==> config.mk <==
export PLATFORM = sky130hd
export DESIGN_NAME = wave_trigger_capture_flat
export DESIGN_NICKNAME = d
export VERILOG_FILES = /design/src/rtl/wave_pkg.sv /design/src/rtl/wave_trigger_capture_if.sv /design/src/rtl/edge_detect_rise.sv /design/src/rtl/wave_trigger_capture.sv /design/src/flat_wrapper.sv
export SDC_FILE = /design/constraint.sdc
export NUM_CORES = 1
export LEC_CHECK = 0
export CAP_MARGIN = 20
export CORE_MARGIN = 10
export CORE_UTILIZATION = 54
export CTS_CLUSTER_SIZE = 8
export DETAILED_ROUTE_END_ITERATION = 8
export GPL_ROUTABILITY_DRIVEN = 0
export PLACE_DENSITY_LB_ADDON = 0.05
export SLEW_MARGIN = 20
export SYNTH_ARGS = -nofsm -noshare
export SYNTH_HDL_FRONTEND = slang
export SYNTH_HIERARCHICAL = 1
export SYNTH_SLANG_ARGS = --single-unit
==> constraint.sdc <==
create_clock -name clk -period 2.65 [get_ports clk]
set_input_delay 0.6625 -clock clk [delete_from_list [all_inputs] [get_ports clk]]
set_output_delay 0.6625 -clock clk [all_outputs]
set_load 0.005 [all_outputs]
**I/O nets highlighted**

Scale: 6 px per um.
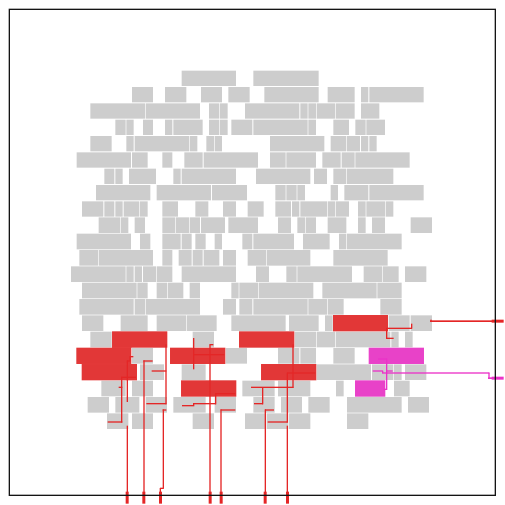
port	colour	bits	direction	edge	end cells	buffers	wire
bus_wr_data	red	8	output	7 bottom, 1 right	8	8	226 um
bus_vsync	magenta	1	input	right	2	1	29.1 um
I/O Buffers: 34
IO Pins: 43

**Track usage over the die**

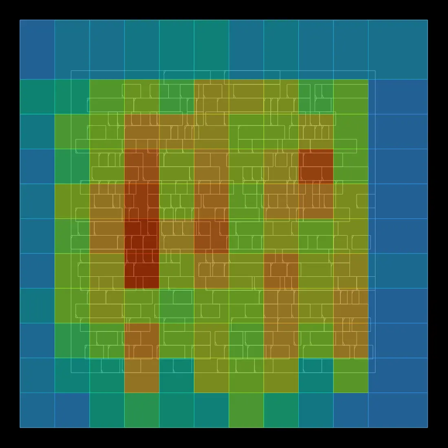
DR WL/cell: 15.4 um
met3 Use GR: 0.0475
GRT Total Usage: 0.134
most used routing layer: met2

**Wiring heat map**

Scale: 4 px per um. The die is cut into 16 by 16 equal tiles; white is low, dark blue is high, scaled to the fullest tile. Values are wire area over tile area, all layers added.
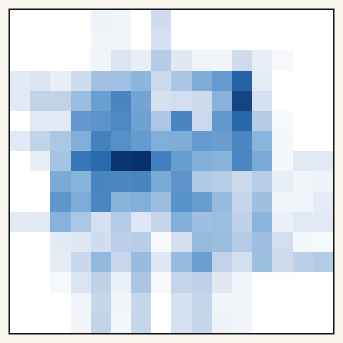
nearly empty tiles	29%
mean over tiles	0.097
fullest tile	0.43
tiles over half the peak	14%
vias: 1411
Post-Route WL: 4060 um

**Routed clock nets over the placement**

Scale: 6 px per um.
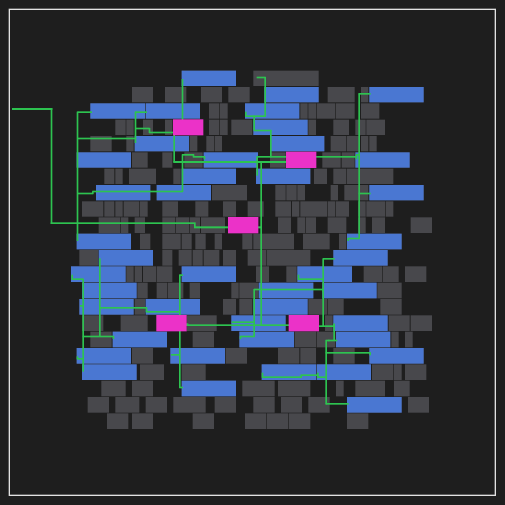
[clock wires] green | length: 456 um
[cells driving clock nets] magenta | count: 5
[flip-flops] blue | count: 43
routed clock nets	6
Final Skew: 3.56 ps
Clock Latency Late Sink: 290 ps

==> run summary <==
Top cells excl fill/tap = 43 x dfrtp_1, 34 x clkdlybuf4s50_1, 17 x nand2_1, 12 x nor2_1
Worst-case clock buffer depth = 2
Grt total ovfl = 0
Setup crit end kind = flop
Yosys reg bits = 43
Tool warnings = 34
Clock sink total = 43
Post-Syn Nets = 197
Ys Warns = 6
Initial drt markers = 75
Leak Pwr = 0.00117 uW
Aggregate negative setup slack = 0 ps
Post-CTS sizing = 0
Dpl cells = 256
GR Util met1 = 0.159
Syn-to-layout area delta = 26.2%
Post-CTS Setup Bufs = 0
Period utilization = 0.843
Crit Path Max Fanout = 12
Post-route setup slack = 416 ps
Root buffer cell = clkbuf_8
Die Ht = 80.8 um
Total power = 2220 uW
Min Tclk post-route = 2230 ps
Fin cells = 264
CTS tree = done
DP Wirelength = 2970 um
Reg clk slew, reported paths = 80 ps
TritonCTS buffer count = 5
Worst-margin pin slew = 503 ps
Flop area = 0.00108 mm2
Slew margin rel. = 0.665
Count of final setup violators = 0
Via density = 5.34
Post-Syn Instances = 174
Chip area = 0.00652 mm2
# Cells Yosys = 174
Multi-input gate area = 827 um2
Layout cells sized above 1 = 0.162
Unique masters post-synth = 49
Fillers = 280
H-tree levels = 2
CTS Hold Bufs = 0
Cell row count = 22
Status = completed
DRC Markers = 0
Mapped Avg Cell Area = 11.5 um2
Pre-CTS setup slack = 110 ps
layer usage:
layer	up-vias	routed length [um]
met4	0	46
met3	5	173
met2	16	2100
met1	707	1740
li1	683	-
met5	-	0
through the flow:
step	hold slack [ps]	instance area (um2)	util
finish	459	2510	0.697
global route	470	2510	0.697
CTS	465	2510	0.697
detailed placement	449	2400	0.665
global placement	438	2400	0.665
floorplan	404	1990	-
cells in the mapped netlist, drive strengths merged:
cell,count
o21ai,8
a21oi,8
and4bb,1
xor2,8
xnor2,1
dfrtp,43
nor3b,2
nor3,3
nand3b,1
mux2i,4
nor4b,1
ha,2
nor2b,1
o21a,3
inv,9
nand4bb,1
and2,3
o2111a,1
nor2,12
or3,1
a21o,3
o22a,1
a22o,1
o22ai,2
and3,6
and2b,1
nand2,18
clkbuf,2
o31ai,2
a211o,1
nand3,5
nand4,6
buf,4
mux2,8
nand2b,1
cells by family after synthesis:
kind of cell	after synthesis	synth area share
simple gates	63	0.180
flops	43	0.540
compound gates	30	0.112
buf+inv	15	0.0452
mux	12	0.0709
xor+xnor	9	0.0396
fa+ha+maj	2	0.0126
power by group:
| group | total, uW | switching, uW | internal [uW] |
|---|---|---|---|
| logic | 710 | 299 | 412 |
| clock network | 513 | 208 | 305 |
| registers | 1000 | 161 | 840 |
final cells by class:
cell class	instances	share of cell area
Clock buffer	6	0.0328
Clock inverter	2	0.0139
Inverter	9	0.0144
Multi-Input combinational cell	116	0.329
Sequential cell	43	0.428
Tap cell	48	0.0239
Timing Repair Buffer	40	0.158
worst max-delay path, stage by stage:
cell and delay [ps]:
clkdlybuf4s50_1 580, nand4_1 170, o31ai_4 310, o21ai_4 140
inv_4 190, mux2_2 360
Power and IR drop assume default switching activity.
